Figure 1. Clock routing.
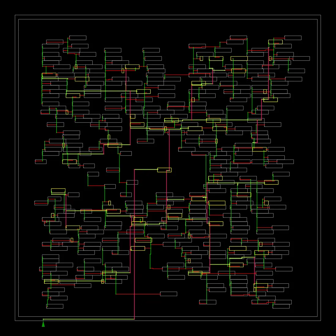
Figure 2. Signal wires by layer.
Two of the layers only.
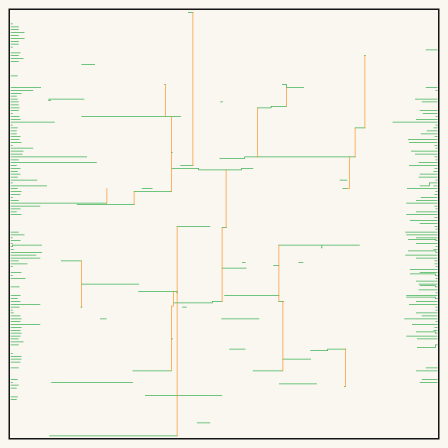
Figure 3. A small window of the routed layout.
Bar = 10 µm. Window x 86 to 116, y 86 to 116 µm. Cells in gray, sequential cells in the stronger gray; small squares are vias.
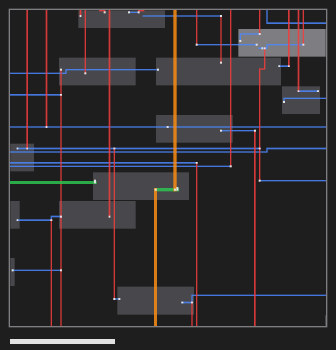
Figure 4. M4 wires.
Supply wires on this layer in gray.
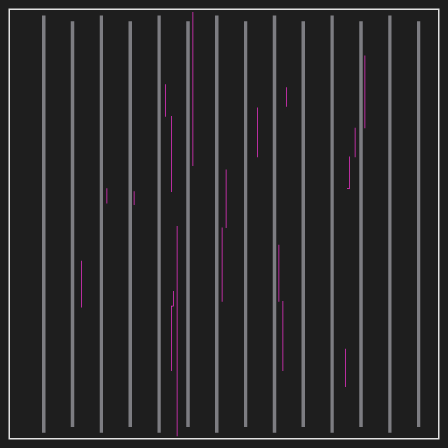
File: config.mk
export PLATFORM = sky130hd
export DESIGN_NAME = nts_tx_arbiter
export DESIGN_NICKNAME = d
export VERILOG_FILES = /design/src/rtl/nts_pkg.sv /design/src/rtl/nts_tx_word_buffer.sv /design/src/rtl/nts_tx_arbiter.sv
export SDC_FILE = /design/constraint.sdc
export NUM_CORES = 1
export LEC_CHECK = 0
export ABC_AREA = 0
export CAP_MARGIN = 10
export CELL_PAD_IN_SITES_DETAIL_PLACEMENT = 1
export CELL_PAD_IN_SITES_GLOBAL_PLACEMENT = 1
export CORE_MARGIN = 2
export CORE_UTILIZATION = 36
export DETAILED_ROUTE_END_ITERATION = 6
export GPL_ROUTABILITY_DRIVEN = 1
export HOLD_SLACK_MARGIN = 0.02
export PLACE_DENSITY_LB_ADDON = 0.05
export SYNTH_ARGS = -nofsm -noshare
export SYNTH_HDL_FRONTEND = slang
export SYNTH_SLANG_ARGS = --single-unit
File: constraint.sdc
create_clock -name i_clk -period 2.9 [get_ports i_clk]
set_clock_uncertainty 0.05 [all_clocks]
set_input_delay 0.58 -clock i_clk [delete_from_list [all_inputs] [get_ports i_clk]]
set_output_delay 0.58 -clock i_clk [all_outputs]
set_load 0.01 [all_outputs]
File: src/rtl/nts_pkg.sv
// Shared types and helpers for the NTS TX path: FSM encoding, buffered word format,
// byte-mask and round-robin grant functions.
package nts_pkg;

  localparam int BYTES_PER_WORD = 8;

  typedef enum logic [2:0] {
    ST_IDLE,
    ST_READ,
    ST_DRAIN,
    ST_RELEASE,
    ST_COOLDOWN
  } tx_state_t;

  typedef struct packed {
    logic [8*BYTES_PER_WORD-1:0] data;
    logic [BYTES_PER_WORD-1:0]   mask;
    logic                        last;
  } tx_word_t;

  // Byte count of the final word to an MSB-aligned byte mask; 0 means a full word.
  function automatic logic [7:0] bytes_to_mask(input logic [3:0] n);
    logic [7:0] m;
    if (n == 4'd0 || n >= 4'd8) m = 8'hFF;
    else m = 8'hFF << (4'd8 - n);
    return m;
  endfunction

  // First requester found searching upward from last+1, wrapping at engines.
  function automatic logic [3:0] rr_next(input logic [15:0] req, input logic [3:0] last,
                                         input int engines);
    logic [3:0] g;
    logic       found;
    int         idx;
    g     = last;
    found = 1'b0;
    for (int i = 1; i <= 16; i++) begin
      idx = (int'(last) + i) % engines;
      if (!found && i <= engines && req[idx[3:0]]) begin
        g     = idx[3:0];
        found = 1'b1;
      end
    end
    return g;
  endfunction

endpackage

File: src/rtl/nts_tx_word_buffer.sv
// Small FIFO of {data, mask, last} words feeding the MAC; head word is registered storage,
// held stable while valid && !ready. Synchronous flush on reset.
module nts_tx_word_buffer
  import nts_pkg::*;
#(
  parameter int DEPTH = 4
) (
  input  logic                   i_clk,
  input  logic                   i_areset,
  input  logic                   push,
  input  tx_word_t               push_word,
  input  logic                   ready,
  output logic                   valid,
  output tx_word_t               out_word,
  output logic [$clog2(DEPTH):0] occupancy
);
  localparam int AW = $clog2(DEPTH);

  tx_word_t        mem [DEPTH];
  logic [AW-1:0]   wr_ptr;
  logic [AW-1:0]   rd_ptr;
  logic            pop;

  assign valid    = (occupancy != '0);
  assign pop      = valid && ready;
  assign out_word = valid ? mem[rd_ptr] : '0;

  always_ff @(posedge i_clk) begin
    if (push) mem[wr_ptr] <= push_word;
  end

  always_ff @(posedge i_clk) begin
    if (i_areset) begin
      wr_ptr    <= '0;
      rd_ptr    <= '0;
      occupancy <= '0;
    end else begin
      if (push) wr_ptr <= wr_ptr + 1'b1;
      if (pop)  rd_ptr <= rd_ptr + 1'b1;
      if (push && !pop)      occupancy <= occupancy + 1'b1;
      else if (pop && !push) occupancy <= occupancy - 1'b1;
    end
  end

endmodule

File: src/rtl/nts_tx_arbiter.sv
// Round-robin drain of engine TX FIFOs onto one MAC word stream, whole packets only; first word
// 3 cycles after grant, rd_en throttled by buffer space. Counters built only with NTS_TX_ARBITER_STATS_EN.
module nts_tx_arbiter
  import nts_pkg::*;
#(
  parameter int ENGINES        = 4,
  parameter int MAC_DATA_WIDTH = 64,
  parameter int BUF_DEPTH      = 4
) (
  input  logic                        i_clk,
  input  logic                        i_areset,
  input  logic [ENGINES-1:0]          i_engine_packet_available,
  output logic [ENGINES-1:0]          o_engine_packet_read,
  input  logic [ENGINES-1:0]          i_engine_fifo_empty,
  output logic [ENGINES-1:0]          o_engine_fifo_rd_en,
  input  logic [MAC_DATA_WIDTH*ENGINES-1:0] i_engine_fifo_rd_data,
  input  logic [4*ENGINES-1:0]        i_engine_bytes_last_word,
  output logic                        o_mac_tx_valid,
  input  logic                        i_mac_tx_ready,
  output logic [63:0]                 o_mac_tx_data,
  output logic [7:0]                  o_mac_tx_data_valid,
  output logic                        o_mac_tx_last,
  output logic                        o_busy,
  output logic [31:0]                 o_packets_sent,
  output logic [15:0]                 o_empty_drops
);
  localparam int SEL_W = (ENGINES > 1) ? $clog2(ENGINES) : 1;
  localparam int OCC_W = $clog2(BUF_DEPTH) + 1;

  tx_state_t                 state_q, state_d;
  logic [SEL_W-1:0]          sel, last_grant, grant;
  logic                      inflight, rd_en, push, push_last, empty_sel;
  logic [OCC_W-1:0]          occupancy;
  logic [MAC_DATA_WIDTH-1:0] rd_word;
  logic [3:0]                sel_bytes;
  logic [ENGINES-1:0]        sel_onehot;
  tx_word_t                  push_word, out_word;

  always_comb begin
    rd_word    = '0;
    sel_bytes  = '0;
    sel_onehot = '0;
    for (int n = 0; n < ENGINES; n++) begin
      if (SEL_W'(n) == sel) begin
        rd_word       = i_engine_fifo_rd_data[n*MAC_DATA_WIDTH +: MAC_DATA_WIDTH];
        sel_bytes     = i_engine_bytes_last_word[n*4 +: 4];
        sel_onehot[n] = 1'b1;
      end
    end
  end

  assign empty_sel = i_engine_fifo_empty[sel];
  assign grant     = SEL_W'(rr_next(16'(i_engine_packet_available), 4'(last_grant), ENGINES));

  // The empty flag on a data cycle tells whether the word just returned was the packet's last.
  always_comb begin
    state_d   = state_q;
    rd_en     = 1'b0;
    push      = 1'b0;
    push_last = 1'b0;
    case (state_q)
      ST_IDLE: if (|i_engine_packet_available) state_d = ST_READ;
      ST_READ: begin
        rd_en = !empty_sel && ((32'(occupancy) + 32'(inflight)) < 32'(BUF_DEPTH));
        if (inflight) begin
          push = 1'b1;
          if (empty_sel) begin
            push_last = 1'b1;
            state_d   = ST_DRAIN;
          end
        end else if (empty_sel) begin
          state_d = ST_RELEASE;
        end
      end
      ST_DRAIN:    if (occupancy == '0) state_d = ST_RELEASE;
      ST_RELEASE:  state_d = ST_COOLDOWN;
      ST_COOLDOWN: state_d = ST_IDLE;
      default:     state_d = ST_IDLE;
    endcase
  end

  always_ff @(posedge i_clk) begin
    if (i_areset) begin
      state_q    <= ST_IDLE;
      sel        <= '0;
      last_grant <= SEL_W'(ENGINES - 1);
      inflight   <= 1'b0;
    end else begin
      state_q  <= state_d;
      inflight <= rd_en;
      if (state_q == ST_IDLE && |i_engine_packet_available) begin
        sel        <= grant;
        last_grant <= grant;
      end
    end
  end

  assign push_word.data = rd_word;
  assign push_word.mask = push_last ? bytes_to_mask(sel_bytes) : 8'hFF;
  assign push_word.last = push_last;

  nts_tx_word_buffer #(.DEPTH(BUF_DEPTH)) u_buf (
    .i_clk     (i_clk),
    .i_areset  (i_areset),
    .push      (push),
    .push_word (push_word),
    .ready     (i_mac_tx_ready),
    .valid     (o_mac_tx_valid),
    .out_word  (out_word),
    .occupancy (occupancy)
  );

  assign o_mac_tx_data        = out_word.data;
  assign o_mac_tx_data_valid  = out_word.mask;
  assign o_mac_tx_last        = out_word.last;
  assign o_engine_fifo_rd_en  = rd_en ? sel_onehot : '0;
  assign o_engine_packet_read = (state_q == ST_RELEASE) ? sel_onehot : '0;
  assign o_busy               = (state_q != ST_IDLE);

`ifdef NTS_TX_ARBITER_STATS_EN
  logic [31:0] sent_q;
  logic [15:0] drops_q;
  logic        drop;

  assign drop = (state_q == ST_READ) && !inflight && empty_sel;

  always_ff @(posedge i_clk) begin
    if (i_areset) begin
      sent_q  <= '0;
      drops_q <= '0;
    end else begin
      if (state_q == ST_RELEASE && sent_q != '1) sent_q <= sent_q + 32'd1;
      if (drop && drops_q != '1) drops_q <= drops_q + 16'd1;
    end
  end

  assign o_packets_sent = sent_q;
  assign o_empty_drops  = drops_q;
`else
  assign o_packets_sent = '0;
  assign o_empty_drops  = '0;
`endif

endmodule

==> notes.md <==
flow finished, numbers: Initial DRC Count=301, number of global-route vias before repair=9,207, number of flip-flops in the largest register=292, post-placement cell count=1,591, GPL Wtd Cong=0.761, reg-to-reg critical path startpoint=sel[1], worst path cell trace=buf_8 -> buf_16 -> buf_4 -> mux4_2 -> and2_1 -> dlygate4sd2_1, register bank with the most flops=u_buf.mem, pwr dens=755 nW/µm², actual slew at the worst max-slew pin=0.657 ns, met3 WL=1.96 mm, IO Port Bufs=365, final slew viol count=0, Layout Cells excl Fill=1,682, M3 GR Usage=0.0373, drt total wl=35.6 mm, Worst path max stage delay=0.47 ns, share of cells above drive strength 1=0.236, Syn Inst Count=727, # fillers=3,768, Synth async-reset ratio=0, status=finished, final reports clean, total power=14.9 mW, pin count of the biggest net entering global routing=75, Synth Cell Area=14,000 µm², die width=201 µm, DRT Pass-1 Iters=4, Max Fclk=349 MHz, drt via density=4.95, Area Growth Syn to Fin=40.6%, Bufs on Longest Clock Path=3, Reg2Reg Setup Slack=0.24 ns, RSZ-0062 raised after global routing=true, leak pwr=6.78 nW, Hold Path Sink=state_q[0], Setup crit end kind=primary output, Final ANT Viol Nets=0, Final Setup Violations=0, GR Util met1=0.225, final core occ=0.512, GR Util All Layers=0.175, Cell variety after synth=38, Setup crit start kind=flop, Slew HR=0.562, top sig layer=met5, Slowest-stage cell, CP=mux4_2, Hold Path Class=reg2reg, worst slack, placed=-0.512 ns, setup ws final=0.0374 ns, Crit Path Class=reg2out, EDFF count, synth=292, Post-DP HPWL=23.1 mm, first-pass GRT wire length=54.2 mm, Site Rows=72, wire length per cell=21.2 µm, Post-route DRC=0, met2 wire length=18.1 mm, H-tree depth=2, die height=201 µm, number of cells in Yosys stat=727, logic area=4550 µm², Max Cap Viol=0, hold-fix buffers at CTS=0, hold path depth=1, flops & latches, synth=309, Worst R2R Path Depth=7
Notes on Figure 1 above:
total CTS buffers: 35
registers: 309
Worst-Skew Late Latency: 0.50 ns
CTS sink cnt: 309

Notes on Figure 2 above:
[metal 3] green | wire length: 1,960 µm
[metal 4] orange | wire length: 528 µm

Notes on Figure 3 above:
[metal 4] orange
[metal 2] red
[metal 3] green
[metal 1] blue
netlist names of flops here include: u_buf.mem (1)
sequential cells in the window: 1
most frequent: buf_12 (4)
cells with their middle in the window: 10

Notes on Figure 4 above:
main direction: vertical
wire length on this layer: 528 µm
nets with wire on the layer: 8
longest straight run: 98.6 µm

power by group:
part	internal (mW)	total [mW]	switching [mW]	leakage, nW
Clock	2.63	4.34	1.70	0.552
Sequential	5.19	5.27	0.0744	2.80
Combinational	2.82	5.30	2.48	3.42
Total	10.6	14.9	4.25	6.78
timing repair:
| item | 4_1_cts | 5_1_grt |
|---|---|---|
| pin swaps | 1 | 3 |
| cloned | 5 | 1 |
| resized | 123 | 41 |
| buffers inserted | 15 | 6 |
| setup endpoints to repair | 78 | 25 |
worst max path at each step:
stage	start	endpoint	slack [ns]	depth (start not counted)
6_report	flop	o_mac_tx_data[35]	0.04	6
4_1_cts	i_engine_fifo_empty[2]	o_engine_fifo_rd_en[0]	-0.11	6
3_3_place_gp	i_engine_fifo_empty[0]	o_engine_fifo_rd_en[0]	-0.54	5
3_5_place_dp	i_engine_fifo_empty[0]	o_engine_fifo_rd_en[0]	-0.51	5
5_1_grt	flop	o_mac_tx_data[24]	-0.05	6
2_1_floorplan	i_engine_fifo_empty[3]	o_engine_fifo_rd_en[0]	0.55	3
cell usage after synthesis, types with 2 or more instances:
cell type  number  share of area
ha_1            8         0.0071
inv_1           9         0.0024
a211oi_1        2         0.0011
nor3_1          4         0.0014
buf_4          48          0.026
nand2b_1       10         0.0045
clkbuf_1       23         0.0062
or3_1           4         0.0018
and2_1         79          0.035
dfxtp_1        17          0.024
nor3b_1         2         0.0011
xnor2_1         2         0.0012
o21ai_0         4         0.0014
nand2_1         9         0.0024
a21oi_1         6         0.0021
nand3b_1        2         0.0011
a21o_1          2         0.0011
edfxtp_1      292           0.63
xor2_1          4         0.0025
buf_1           3        0.00080
o211ai_1        3         0.0016
nor2_1         22         0.0059
buf_2          15         0.0054
mux4_2        142           0.23
a31oi_1         2        0.00089
cell usage in the layout (no fill, tap or decap), types with 4 or more instances in the layout:
master / count
edfxtp_1: 292
and2_1: 75
ha_1: 8
clkdlybuf4s15_1: 8
xor2_1: 4
clkbuf_1: 7
nor2_1: 20
dfxtp_4: 4
buf_16: 6
clkinv_1: 8
and2_4: 4
clkbuf_16: 37
nand2b_1: 10
conb_1: 48
dfxtp_1: 13
buf_2: 5
nand2_1: 9
bufinv_16: 4
mux4_2: 142
buf_6: 7
buf_4: 24
inv_1: 9
buf_12: 11
clkbuf_2: 13
clkdlybuf4s50_1: 284
a21oi_1: 6
dlygate4sd2_1: 50
clkinv_2: 5
o21ai_0: 4
cell families after synthesis:
logic type / after synthesis / synth area share
AOI/OAI and AO/OA: 23 / 0.0107
muxes: 144 / 0.231
other: 1 / 0.000267
adders and majority gates: 9 / 0.00856
and+or+nand+nor: 136 / 0.0554
DFF: 309 / 0.649
buffers and inverters: 99 / 0.0412
xor gates and xnor gates: 6 / 0.00375
cell type report:
type / instances / share of cell area
antenna: 1 / 0.000127
clock buffer: 43 / 0.0470
clock inverter: 20 / 0.0105
inverter: 9 / 0.00171
multi-input combinational: 366 / 0.231
sequential: 309 / 0.463
tap: 518 / 0.0329
timing repair buffer: 416 / 0.215
critical path, delay by kind of cell (launching register included):
kind / cells / cell delay [ns]
buffers and inverters: 4 / 0.68
multiplexers: 1 / 0.47
flip-flops: 1 / 0.39
AND/OR/NAND/NOR: 1 / 0.17
Power and IR drop assume default switching activity.
